[src/rtl/alu_stage.sv]
// ---------------------------------------------------------------------------
// alu_stage
//    Execute (ALU) pipeline stage of the 16-bit CPU, placed between
//    decode/register-read and writeback. A 16-bit result is computed from
//    two register operands or a zero-extended 9-bit immediate, selected by a
//    4-bit opcode. The result, carry/borrow flag, destination register
//    address and write enable are registered, giving one cycle of latency.
//
// Ports
//    clk                 in   1   rising-edge clock
//    reset               in   1   asynchronous, active-low reset
//    enable              in   1   stage enable; 0 holds every output register
//    regA                in   16  operand A (register read data)
//    regB                in   16  operand B (register read data)
//    cop                 in   4   ALU opcode
//    destReg_adr         in   3   destination register address, forwarded
//    we                  in   1   register-file write enable, forwarded
//    regA_adr            in   3   immediate bits [8:6]
//    regB_adr            in   3   immediate bits [5:3]
//    inst_freeBits       in   3   immediate bits [2:0]
//    alu_result          out  16  registered ALU result
//    OVF                 out  1   registered carry/borrow flag
//    destReg_adr_output  out  3   registered destReg_adr
//    we_output           out  1   registered write enable
//
// Configuration
//    ALU_SHIFT_EN  when defined, opcodes 1000/1001/1010 perform SHL/SHR/SRA
//                  by regB[3:0]; when undefined they behave as reserved
//                  opcodes (result 0, flag 0, writeback suppressed).
// ---------------------------------------------------------------------------
module alu_stage (
   input  logic        clk,
   input  logic        reset,
   input  logic        enable,
   input  logic [15:0] regA,
   input  logic [15:0] regB,
   input  logic [3:0]  cop,
   input  logic [2:0]  destReg_adr,
   input  logic        we,
   input  logic [2:0]  regA_adr,
   input  logic [2:0]  regB_adr,
   input  logic [2:0]  inst_freeBits,
   output logic [15:0] alu_result,
   output logic        OVF,
   output logic [2:0]  destReg_adr_output,
   output logic        we_output
);

   typedef enum logic [3:0] {
      OP_PASS = 4'b0000,
      OP_ADD  = 4'b0001,
      OP_SUB  = 4'b0010,
      OP_MOV  = 4'b0011,
      OP_AND  = 4'b0100,
      OP_OR   = 4'b0101,
      OP_XOR  = 4'b0110,
      OP_NOT  = 4'b0111,
      OP_SHL  = 4'b1000,
      OP_SHR  = 4'b1001,
      OP_SRA  = 4'b1010
   } alu_op_e;

   alu_op_e     op;
   logic [15:0] imm;
   logic [16:0] sum;
   logic [16:0] diff;
   logic [15:0] alu_val;
   logic        alu_ovf;
   logic        alu_wr;

   logic [15:0] result_d, result_q;
   logic        ovf_d, ovf_q;
   logic [2:0]  dest_d, dest_q;
   logic        we_d, we_q;

   assign op   = alu_op_e'(cop);
   assign imm  = {7'b0, regA_adr, regB_adr, inst_freeBits};
   // Widened by one bit so the top bit is the carry out / borrow.
   assign sum  = {1'b0, regA} + {1'b0, regB};
   assign diff = {1'b0, regA} - {1'b0, regB};

   // Combinational ALU. Any opcode not listed (reserved, or the shift
   // opcodes in a build without shifts) yields zero and kills writeback.
   always_comb begin
      alu_val = 16'h0000;
      alu_ovf = 1'b0;
      alu_wr  = we;
      case (op)
         OP_PASS: alu_val = regA;
         OP_ADD: begin
            alu_val = sum[15:0];
            alu_ovf = sum[16];
         end
         OP_SUB: begin
            alu_val = diff[15:0];
            alu_ovf = diff[16];
         end
         OP_MOV:  alu_val = imm;
         OP_AND:  alu_val = regA & regB;
         OP_OR:   alu_val = regA | regB;
         OP_XOR:  alu_val = regA ^ regB;
         OP_NOT:  alu_val = ~regA;
`ifdef ALU_SHIFT_EN
         OP_SHL:  alu_val = regA << regB[3:0];
         OP_SHR:  alu_val = regA >> regB[3:0];
         OP_SRA:  alu_val = $unsigned($signed(regA) >>> regB[3:0]);
`endif
         default: begin
            alu_val = 16'h0000;
            alu_ovf = 1'b0;
            alu_wr  = 1'b0;
         end
      endcase
   end

   // Next-state for the output registers: capture when enabled, hold
   // otherwise.
   always_comb begin
      result_d = result_q;
      ovf_d    = ovf_q;
      dest_d   = dest_q;
      we_d     = we_q;
      if (enable) begin
         result_d = alu_val;
         ovf_d    = alu_ovf;
         dest_d   = destReg_adr;
         we_d     = alu_wr;
      end
   end

   // Output registers with asynchronous active-low clear.
   always_ff @(posedge clk or negedge reset) begin
      if (!reset) begin
         result_q <= 16'h0000;
         ovf_q    <= 1'b0;
         dest_q   <= 3'b000;
         we_q     <= 1'b0;
      end else begin
         result_q <= result_d;
         ovf_q    <= ovf_d;
         dest_q   <= dest_d;
         we_q     <= we_d;
      end
   end

   assign alu_result         = result_q;
   assign OVF                = ovf_q;
   assign destReg_adr_output = dest_q;
   assign we_output          = we_q;

endmodule

[config.mk]
export PLATFORM = sky130hd
export DESIGN_NAME = alu_stage
export DESIGN_NICKNAME = d
export VERILOG_FILES = /design/src/rtl/alu_stage.sv
export SDC_FILE = /design/constraint.sdc
export NUM_CORES = 1
export LEC_CHECK = 0
export CELL_PAD_IN_SITES_DETAIL_PLACEMENT = 0
export CELL_PAD_IN_SITES_GLOBAL_PLACEMENT = 2
export CORE_UTILIZATION = 27
export CTS_CLUSTER_DIAMETER = 120
export DETAILED_ROUTE_END_ITERATION = 8
export PLACE_DENSITY_LB_ADDON = 0.2
export SYNTH_ARGS = -nofsm -noshare
export SYNTH_HDL_FRONTEND = slang
export SYNTH_SLANG_ARGS = --single-unit
[constraint.sdc]
create_clock -name clk -period 1 [get_ports clk]
set_clock_uncertainty 0.2 [all_clocks]
set_input_delay 0.2 -clock clk [delete_from_list [all_inputs] [get_ports clk]]
set_output_delay 0.2 -clock clk [all_outputs]
set_load 0.005 [all_outputs]
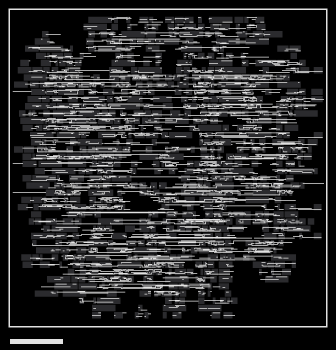
Figure 1: met1 routing.
Bar = 20 um. Cells faint in the background.
nets with wire on the layer: 783
wire length on this layer: 6,630 um
main direction: horizontal
share of all routed wire: 41%
total length of routed wires: 16,300 um
met1 Resource Use GR: 26.4%
number of vias after detailed routing: 4,711

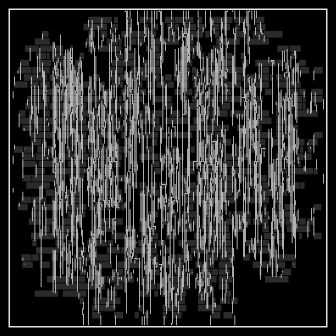
Figure 2: M2 wires.
Cells faint in the background.
share of all routed wire: 52%
main direction: vertical
longest straight run: 61.5 um
met2 track demand over resource: 42.5%

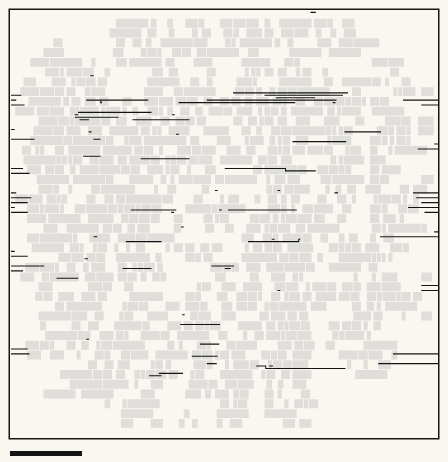
Figure 3: met3 routing.
Bar = 20 um. Cells faint in the background.
wire length on this layer: 581 um
share of all routed wire: 3.6%
met3 demand-to-capacity share in global routing: 2.44%

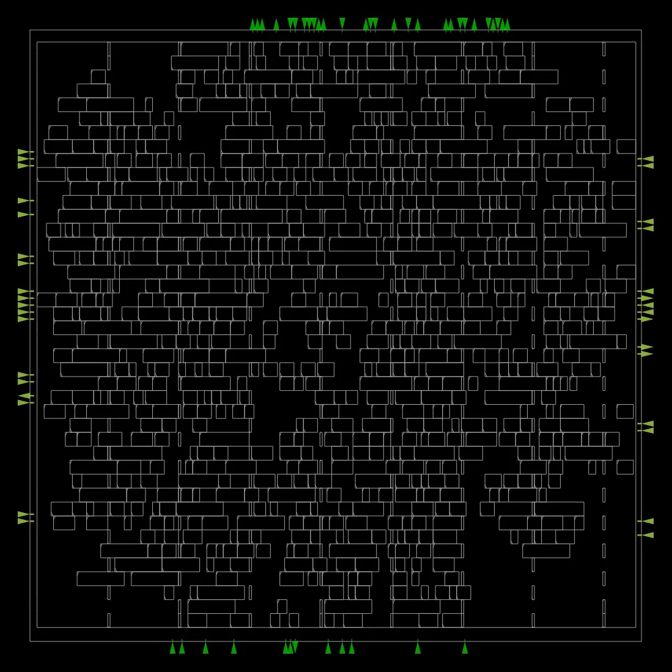
Figure 4: placement view.
n_taps: 176
number of placement rows: 42
Std-Cell Core Area: 0.0133 mm^2
count of non-filler cells in the finished layout: 951

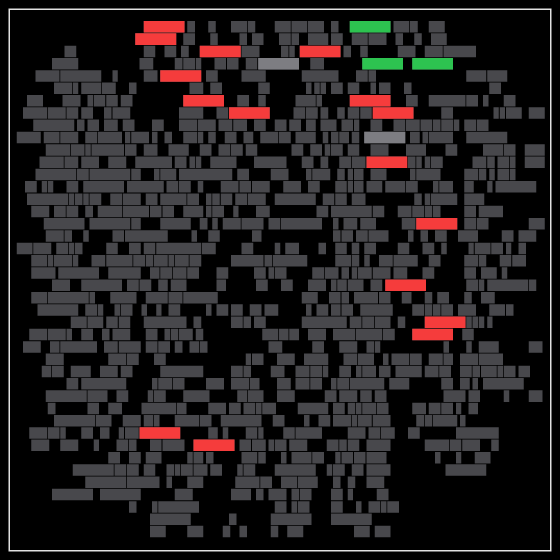
Figure 5: sequential cells colored by netlist name.
Other sequential cells in the stronger gray, the rest of the logic in the fainter gray.
| color | netlist name | flops |
|---|---|---|
| red | `alu_result` | 16 |
| green | `destReg_adr_output` | 3 |
not colored: 2
flop share of the area: 6.99%
power in sequential cells: 982 uW
flip-flop and latch area: 526 um^2
final core utilization: 56.3%

## routing by layer
layer,part of all wire [%],track usage [%]
met1,41,26.4
met2,52,42.5
met3,3.6,2.44
met4,3.3,8.20
met5,0,0
## flip-flops by register name (all words and copies together), names as in the netlist
signal	count
we_output	1
OVF	1
destReg_adr_output	3
alu_result	16
## final timing paths
| check | start | end | slack [ns] |
|---|---|---|---|
| worst max register to register | alu_result[12] | alu_result[12] | -0.21 |
| min in group clk | cop[1] | alu_result[6] | 0.25 |
| worst min-delay path | reset | destReg_adr_output[0] | 0.09 |
| max in group asynchronous | reset | alu_result[8] | 0.36 |
| worst max-delay path | regA[1] | alu_result[10] | -1.18 |
| worst min register to register | alu_result[15] | alu_result[15] | 0.31 |
## cell type report
class | instances | area, um^2
fillers | 1247 | 5830
clock buffers | 3 | 75.1
well taps | 176 | 220
multi-input cells | 389 | 3790
flip-flops and latches | 21 | 526
repair inverters | 1 | 6.26
inverters | 47 | 224
clock inverters | 1 | 5.00
repair buffers | 313 | 2670
## what timing repair did
item	CTS	global route
cloned	2	0
gates resized	362	79
setup endpoints to repair	42	38
pin swaps	92	54
setup buffers	31	19
## cells in the final DEF (no fill, tap or decap), types with 5 or more instances in the layout
cell             count
a21o_1              10
mux2i_1             11
mux2_2               5
o21ai_2              5
nand2_1             27
o211ai_1             5
buf_4              200
nor2_2               7
ha_4                29
a21oi_1             29
inv_2               23
xnor2_1              5
o2bb2ai_1            5
clkdlybuf4s15_1      5
inv_1               17
buf_8                7
o22ai_1              5
ha_1                16
buf_6               43
ha_2                 7
clkdlybuf4s50_1     18
o21ai_1              9
buf_2               23
o21ai_0             15
a21oi_2             20
dfrtp_1             21
nor2_1              50
buf_12               6
==> impl_metrics.env <==
# source this file to load flow results
export IMPL_cts_hold_buf=0
export IMPL_grt_antenna_before_repair=0
export IMPL_setup_worst_path_end_class="register"
export IMPL_drt_pass1_iterations=4
export IMPL_ys_chip_area_mm2=0.00372
export IMPL_synthesis_area_per_instance_um2=7.61
export IMPL_fin_ws_ns=-1.18
export IMPL_antennaDiodeCount=0
export IMPL_crit_chain="buf_8, inv_6, buf_6, fa_2, nor2b_4, o2111ai_4, a31oi_4, nor2_2, or3_1, a32o_1, a31oi_1"
export IMPL_chipArea_mm2=0.0142
export IMPL_setup_viol=38
export IMPL_synth_cellmix_compoundShare_pct=32.7
export IMPL_first_global_vias=4978
export IMPL_maximum_vdd_drop_mv=0.774
export IMPL_route_detailed_drc=0
export IMPL_hold_worst_slack_ns=0.0905
export IMPL_largestPowerGroup="combinational logic"
export IMPL_die_span_in_x_um=119
export IMPL_tightest_slew_ns=0.485
export IMPL_combPwrFrac_pct=66.9
export IMPL_ys_sh_simple_pct=16.6
export IMPL_max_freq_mhz=459
export IMPL_h_tree_depth=1
export IMPL_grt_overflow_total=0
export IMPL_pin_count_of_the_biggest_net_entering_global_routing=22
export IMPL_die_h_um=119
export IMPL_yosys_warnings=0
export IMPL_tritoncts_clock_tree="yes"
export IMPL_timing_critical_path_buf_inv=3
export IMPL_final_hold_violation_count=0
export IMPL_timing_critical_path_slowest_stage_cell="fa_2"
export IMPL_post_dp_hpwl_um=12300
export IMPL_internal_power_uw=3560
export IMPL_dominantRegCellSynth="dfrtp_1"
export IMPL_fp_util_pct=27.8
export IMPL_synth_net_count=594
export IMPL_fin_nets=882
export IMPL_area_fraction_in_mux_cells_pct=6.90
export IMPL_placed_area_mm2=0.00614
export IMPL_clk_path_buf_depth=2
export IMPL_yosys_register_bits=21
export IMPL_setup_total_negative_slack_ns=-19.51
export IMPL_holdCritPathClass="in2async"
export IMPL_cts_root_buf="clkbuf_16"
export IMPL_synth_adder_area_share_pct=18.6
export IMPL_startpoint_type="input port"
export IMPL_synth_async_sr_flop_share_pct=100
export IMPL_failing_checks="negative setup slack"
export IMPL_final_layout_size_suffix_gt1_share_pct=59.9
export IMPL_edf_count=0
export IMPL_power_density_mw_per_mm2=764
export IMPL_cp_num_cells=11
export IMPL_rsz_0062_raised_after_global_routing="yes"
export IMPL_placed_cells_incl_taps=900
export IMPL_worstPathArrival_ns=2.16
export IMPL_outcome="finished with violations"
export IMPL_synth_area_in_xor_xnor_pct=1.65
export IMPL_most_used_standard_cell_by_instance_count_after_synthesis="nor2_1"
export IMPL_wire_per_inst_um=17.1
export IMPL_synthCells=488
export IMPL_ys_top_cells_by_count="nor2_1 (59), ha_1 (52), a21oi_1 (50)"
export IMPL_crit_family="AND-OR/OR-AND gates"
export IMPL_dp_worst_setup_slack_ns=-2.07
export IMPL_numClockSinks=21
export IMPL_synthTopLogicFamily="AND-OR/OR-AND gates"
export IMPL_p_comb_uw=3840
export IMPL_pwr_share_seq_pct=17.1
export IMPL_cp_peak_stage_delay_ns=0.42
export IMPL_share_clk_of_total_power_pct=16.0
export IMPL_min_period_over_period_pct=218
export IMPL_max_cap_violations=0
export IMPL_drt_first_iter_violations=177
export IMPL_worst_skew_pair_late_latency_ns=0.26
export IMPL_period_minus_slack_ns=2.18
export IMPL_yosysSeqAreaShare_pct=14.1
Power and IR drop assume default switching activity.
